==> run_1/floorplan.png <==
Drawn at 4 px/µm. Pins as bars on the die edge. Tap cells in grey.
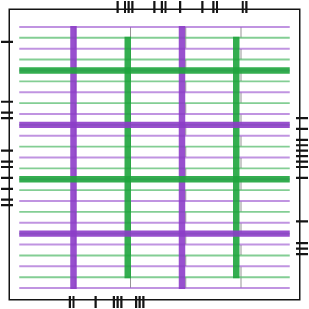
==> run_1/layers.png <==
Drawn at 4 px/µm.
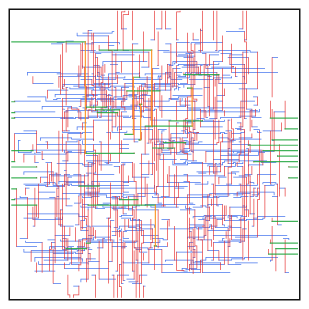
==> run_1/m2.png <==
Drawn at 4 px/µm.
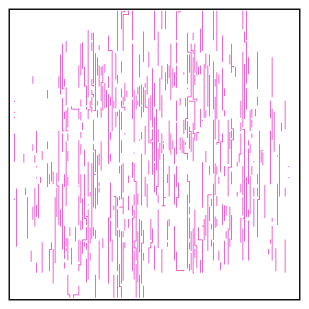
==> run_1/m3.png <==
Drawn at 4 px/µm. Cells faint in the background.
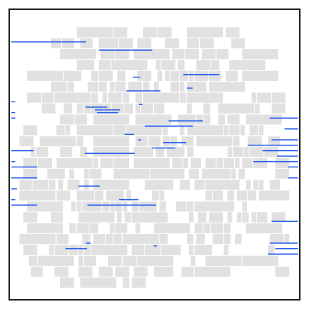
<file path="config.mk">
export PLATFORM = sky130hd
export DESIGN_NAME = rhythm_decision
export DESIGN_NICKNAME = d
export VERILOG_FILES = /design/src/rtl/rhythm_decision.sv
export SDC_FILE = /design/constraint.sdc
export NUM_CORES = 1
export LEC_CHECK = 0
export CAP_MARGIN = 20
export CORE_MARGIN = 2
export CORE_UTILIZATION = 52
export DETAILED_ROUTE_END_ITERATION = 16
export MAX_ROUTING_LAYER = met4
export PLACE_DENSITY = 0.84
export SETUP_SLACK_MARGIN = 0.05
export SLEW_MARGIN = 5
export SYNTH_ARGS = -nofsm -noshare
export SYNTH_HDL_FRONTEND = slang
export SYNTH_SLANG_ARGS = --single-unit
</file>
<file path="constraint.sdc">
create_clock -name clk -period 3.04 [get_ports clk]
set_clock_uncertainty 0.15 [all_clocks]
set_input_delay 0.608 -clock clk [delete_from_list [all_inputs] [get_ports clk]]
set_output_delay 0.608 -clock clk [all_outputs]
set_load 0.03 [all_outputs]
</file>
<file path="src/rtl/rhythm_decision.sv">
// rhythm_decision: debounces per-window normal/AF/VF flags into a confirmed
// rhythm, latches an acknowledgeable alarm and counts AF/VF episodes.
module rhythm_decision #(
    parameter int CONFIRM_AF = 4,
    parameter int CONFIRM_VF = 2,
    parameter int RUN_WIDTH  = 4,
    parameter int EVT_WIDTH  = 16
) (
    input  logic                 clk,
    input  logic                 rstn,
    input  logic                 en,
    input  logic                 in_valid,
    input  logic                 normal,
    input  logic                 AF,
    input  logic                 VF,
    input  logic                 alarm_ack,
    output logic [1:0]           rhythm,
    output logic                 alarm,
    output logic [1:0]           alarm_code,
    output logic                 class_err,
    output logic [EVT_WIDTH-1:0] af_events,
    output logic [EVT_WIDTH-1:0] vf_events
);

    typedef enum logic [1:0] {
        S_NORMAL = 2'b00,
        S_AF     = 2'b01,
        S_VF     = 2'b10
    } state_t;

    localparam logic [RUN_WIDTH:0] CONF_AF = (RUN_WIDTH+1)'(CONFIRM_AF);
    localparam logic [RUN_WIDTH:0] CONF_VF = (RUN_WIDTH+1)'(CONFIRM_VF);

    state_t               state;
    state_t               cand;
    state_t               cand_n;
    state_t               cls;
    logic [RUN_WIDTH-1:0] run;
    logic [RUN_WIDTH-1:0] run_n;
    logic [RUN_WIDTH:0]   run_inc;
    logic [RUN_WIDTH:0]   conf;
    logic                 acc;
    logic                 onehot;
    logic                 go;
    logic                 err_n;
    logic                 into_alarm;

    assign rhythm = state;

    // Decode the window and decide run/candidate update and transition.
    always_comb begin
        acc     = en & in_valid;
        onehot  = ({normal, AF, VF} == 3'b100) ||
                  ({normal, AF, VF} == 3'b010) ||
                  ({normal, AF, VF} == 3'b001);
        cls     = VF ? S_VF : (AF ? S_AF : S_NORMAL);
        conf    = (cls == S_VF) ? CONF_VF : CONF_AF;
        run_inc = {1'b0, run} + 1'b1;
        go      = 1'b0;
        err_n   = 1'b0;
        run_n   = run;
        cand_n  = cand;
        if (acc) begin
            if (!onehot) begin
                err_n  = 1'b1;
                run_n  = '0;
                cand_n = state;
            end else if (cls == state) begin
                run_n  = '0;
                cand_n = state;
            end else if (cls == cand) begin
                if (run_inc == conf) begin
                    go    = 1'b1;
                    run_n = '0;
                end else begin
                    run_n = run_inc[RUN_WIDTH-1:0];
                end
            end else begin
                cand_n = cls;
                if (conf == 1) begin
                    go    = 1'b1;
                    run_n = '0;
                end else begin
                    run_n = RUN_WIDTH'(1);
                end
            end
        end
        into_alarm = go && (cls != S_NORMAL);
    end

    // Rhythm FSM, alarm latch and saturating episode counters.
    always_ff @(posedge clk or negedge rstn) begin
        if (!rstn) begin
            state      <= S_NORMAL;
            cand       <= S_NORMAL;
            run        <= '0;
            alarm      <= 1'b0;
            alarm_code <= 2'b00;
            class_err  <= 1'b0;
            af_events  <= '0;
            vf_events  <= '0;
        end else begin
            class_err <= err_n;
            run       <= run_n;
            cand      <= cand_n;
            if (go) begin
                state <= cls;
            end
            if (go && cls == S_AF && af_events != '1) begin
                af_events <= af_events + 1'b1;
            end
            if (go && cls == S_VF && vf_events != '1) begin
                vf_events <= vf_events + 1'b1;
            end
            if (into_alarm) begin
                alarm <= 1'b1;
                if (alarm_ack || (cls > alarm_code)) begin
                    alarm_code <= cls;
                end
            end else if (alarm_ack) begin
                alarm      <= 1'b0;
                alarm_code <= 2'b00;
            end
        end
    end

endmodule

</file>
==> summary.txt, run 1 <==
Main metrics from the flow reports.

Checking max transition, the worst relative margin is 0.3535. The final hold violation count recorded for this run is 0. The fraction of final layout cells with drive strength greater than 1 came out at 0.1582.

The worst setup path is launched from an input pin. The logic depth of the worst register-to-register path came out at 6. The routed design shows a via density per instance of 5.719. The worst register-to-register path begins at run[0].

Looking at the critical path, the single cell with the biggest stage delay is sky130_fd_sc_hd__clkdlybuf4s50_1. The launch point of the critical path was reported as AF. The area of the die is 0.005218 mm². Yosys attributes the largest share of cell area to sky130_fd_sc_hd__dfrtp_1 (45%), sky130_fd_sc_hd__xor2_1 (9.8%), sky130_fd_sc_hd__nand2_1 (3.9%). The via count of the first global-routing pass is 1,936. The yosys-reported design area after synthesis came out at 0.002421 mm². According to the timing report, the arrival time at the worst endpoint equals 2.80 ns. The buffer-and-inverter tally for the worst setup path is 2. The flow ran to the end, and the final reports show no timing, DRC or antenna violations. The time the final worst path needs with I/O delays and setup came out at 2.757 ns. After synthesis, the design contains 235 cells according to Yosys. The iteration count recorded for the first detailed-route pass is 4.

In the Yosys stats the netlist draws on 43 distinct library cells.
About floorplan.png:
- green: VDD
- purple: VSS
- met1 rails: 25
- tap cells: 52
- rows: 24
- met5 straps: 4
chip width: 72.24 µm
Max IR drop VDD: 0.0003101 V
total core area: 0.004414 mm²
die height: 72.24 µm

About layers.png:
- red: M2 (wire length 2,470 µm)
- green: M3 (wire length 257 µm)
- orange: M4 (wire length 89.8 µm)
- blue: M1 (wire length 2,330 µm)
routed length per instance: 14.75 µm
vias after detailed routing: 1,996
aggregate routed wire length: 5149 µm

About m2.png:
- share of all routed wire: 48%
- main direction: vertical
- nets with wire on the layer: 275
global routing met2 resource utilization: 0.3354

About m3.png:
- nets with wire on the layer: 38
- share of all routed wire: 5.0%
- longest straight run: 18.4 µm
- main direction: horizontal
- wire length on this layer: 257 µm
met3 track utilization from global routing: 0.04444

-- run 1: layout make-up --
type | instances | area (µm²)
clock buffer | 8 | 90.09
fill | 337 | 1318
inverter | 11 | 41.29
multi-input combinational | 176 | 1244
sequential | 44 | 1101
tap | 52 | 65.06
timing repair buffer | 58 | 555.5
-- run 1: where the power goes --
group          internal (W)  switching, W
logic             0.0000659     0.0000830
registers          0.000601     0.0000233
clock network      0.000186      0.000198
-- run 1: layout by cell type (no fill, tap or decap), types with 3 or more instances in the layout --
| cell | instances |
|---|---|
| sky130_fd_sc_hd__dfrtp_1 | 44 |
| sky130_fd_sc_hd__clkdlybuf4s50_1 | 44 |
| sky130_fd_sc_hd__xor2_1 | 27 |
| sky130_fd_sc_hd__nand2_1 | 25 |
| sky130_fd_sc_hd__nand3_1 | 17 |
| sky130_fd_sc_hd__nor2_1 | 15 |
| sky130_fd_sc_hd__o21ai_0 | 13 |
| sky130_fd_sc_hd__buf_4 | 12 |
| sky130_fd_sc_hd__inv_1 | 11 |
| sky130_fd_sc_hd__nor3_2 | 9 |
| sky130_fd_sc_hd__nor3_1 | 9 |
| sky130_fd_sc_hd__nand4_1 | 6 |
| sky130_fd_sc_hd__clkbuf_8 | 6 |
| sky130_fd_sc_hd__ha_1 | 5 |
| sky130_fd_sc_hd__xnor2_1 | 4 |
| sky130_fd_sc_hd__and3_1 | 4 |
| sky130_fd_sc_hd__a21oi_1 | 4 |
| sky130_fd_sc_hd__nor2_2 | 4 |
| sky130_fd_sc_hd__nor2b_1 | 3 |
| sky130_fd_sc_hd__mux2_2 | 3 |
-- run 1: state kept, by name (all words and copies together) (netlist names) --
signal      count
cand            2
alarm           1
vf_events      16
class_err       1
rhythm          2
run             4
af_events      16
alarm_code      2
==> run 1 -> run 2 <==
CAP_MARGIN = not set   (was 20)
==> run_2/floorplan.png <==
Drawn at 4 px/µm. Pins as bars on the die edge. Tap cells in grey.
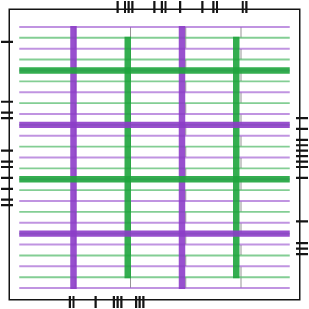
- green: VDD
- purple: VSS
- signal pins: 46
- rows: 24
- met5 straps: 4
- tap cells: 52

==> run 2 against run 1 <==
Compared with the run above: fmax did not move; sequential share of layout area did not move; clock power barely moved; combinational power barely moved; clock-buffer cell count did not move; sequential cell count did not move; synthesized cell count did not move; die area did not move; routed wire length did not move; utilization did not move; global-route usage did not move; power did not move.
==> summary.txt, run 2 <==
Main metrics from the flow reports.

The launch point of the worst reg-to-reg path is run[0]. The kind of launch point of the worst setup path is an input pin. The arrival time at the worst endpoint came out at 2.80 ns (about the same). The yosys-reported design area after synthesis came to 0.002421 mm² (unchanged). The total number of vias is 1,996 (unchanged).

Leaving out fill and tap cells, the most frequent cells in the layout are sky130_fd_sc_hd__dfrtp_1 (44), sky130_fd_sc_hd__clkdlybuf4s50_1 (44), sky130_fd_sc_hd__xor2_1 (27), sky130_fd_sc_hd__nand2_1 (25), sky130_fd_sc_hd__nand3_1 (17). The mapped cell area is 0.002421 mm². For this run, the number of standard cells in the final layout without fillers is 349. Ranked by total cell area, the synthesized netlist is headed by sky130_fd_sc_hd__dfrtp_1 (45%), sky130_fd_sc_hd__xor2_1 (9.8%), sky130_fd_sc_hd__nand2_1 (3.9%).

The routed wire length per instance came out at 14.75 µm (unchanged). The count of instantiated cells in the yosys netlist came out at 235 (unchanged). The launch point of the critical path was reported as AF.

The fraction of final layout cells with drive strength greater than 1 is 0.1582 (unchanged). The worst max-slew margin expressed relative to the limit came out at 0.3535 (unchanged). The synthesized instance count is 235. The run finished with clean final reports. The y dimension of the die was 72.24 µm (unchanged). The slowest stage cell on the critical path is sky130_fd_sc_hd__clkdlybuf4s50_1. The area occupied by registers is 0.001101 mm² (unchanged). The buffer-and-inverter tally for the worst setup path came to 2 (unchanged).

The number of DRC markers in iteration 0 came out at 106. In this run the critical path is formed by clkdlybuf4s50_1 > or2b_1 > o221a_4 > nor4b_4 > buf_4 > nand3_1 > nor3_1 > mux2_2. The time the final worst path needs with I/O delays and setup came out at 2.757 ns (unchanged).

The largest registers in the layout are af_events: 16 flops, vf_events: 16 flops, run: 4 flops. The maximum vdd drop came out at 0.0003101 V (unchanged). The area of the die is 0.005218 mm² (unchanged). In the synthesized netlist, the cells that appear most often are sky130_fd_sc_hd__dfrtp_1 (44), sky130_fd_sc_hd__xor2_1 (27), sky130_fd_sc_hd__nand2_1 (25).

The number of I/O pins is 46. The detailed-router iteration count before antenna repair is 4 (unchanged). The cell count along the critical path came out at 8. The floorplan die width came to 72.24 µm (unchanged). The logic depth of the worst register-to-register path is 6 (unchanged). The area occupied by multi-input gates is 0.001244 mm² (unchanged).

For reference, the most critical setup path is categorized as in2reg. The per-cell via count in the routed design was 5.719 (unchanged). The area inside the core boundary was 0.004414 mm² (unchanged). The number of inserted filler cells in the final layout is 337 (unchanged). STA puts the critical path data required time at 3.08 ns. The mean instance size in the synthesized netlist came out at 10.30 µm². The worst register-to-register path ends at vf_events[14]. The overall routed net length is 5149 µm (unchanged). The count of port buffers added during placement came out at 45. The final hold violation count is 0 (unchanged). In this run, post-CTS repair resized a total of 0 instances.

The initial antenna violation count is 0. The via count of the first global-routing pass is 1,936 (unchanged). The number of distinct standard cells referenced by the synthesized netlist came out at 43 (unchanged). The power per unit of standard cell area came out at 373.6 mW/mm².
run 2: cell counts after synthesis:
Identical to the previous run, type by type.
run 2: cells by family (layout without fill, tap and decap cells):
group                    count (synthesis)  count (layout)  share of synthesized area
AND-OR/OR-AND                           27              27                    0.08579
adder cells (fa/ha/maj)                  5               5                    0.02584
buffers and inverters                   15              77                    0.03152
XOR/XNOR                                31              31                     0.1121
AND/OR/NAND/NOR                        108             108                     0.2672
multiplexers                             5               5                    0.02274
flip-flops                              44              44                     0.4548
run 2: report_power, final:
group          total [W]  internal, W  switching [W]
combinational   0.000149    0.0000659      0.0000830
clock           0.000383     0.000186       0.000198
sequential      0.000625     0.000601      0.0000233
total            0.00116     0.000853       0.000304
run 2: how the worst min path moves through the flow:
stage          depth (start not counted)       endpoint  slack [ns]          start
3_3_place_gp                           1  af_events[13]        0.33  af_events[13]
3_5_place_dp                           1  vf_events[11]        0.33  vf_events[11]
2_1_floorplan                          0   af_events[0]        0.16           rstn
6_report                               1        cand[1]        0.30           rstn
4_1_cts                                1         run[0]        0.34           rstn
5_1_grt                                1   vf_events[5]        0.37   vf_events[5]
run 2: stage by stage:
stage,utilization,power (W),cell area [µm²],TNS [ns]
floorplan,-,0.0007190,2421,0
global placement,0.6811,0.0007803,3007,0
detailed placement,0.6811,0.0007874,3007,-0.06837
CTS,0.7015,0.001168,3097,0
global route,0.7015,0.001200,3097,0
finish,0.7015,0.001157,3097,0
run 2: area by class of cell:
type	count	area share
inverter	11	0.01333
timing repair buffer	58	0.1794
clock buffer	8	0.02909
multi-input combinational	176	0.4016
sequential	44	0.3556
tap	52	0.02101
run 2: routing by layer:
metal	vias up	track usage	wire length, µm
met4	0	0.09015	89
li1	945	-	-
met2	60	0.3354	2468
met1	979	0.2911	2334
met5	-	-	0
met3	12	0.04444	256
Power and IR drop assume default switching activity.
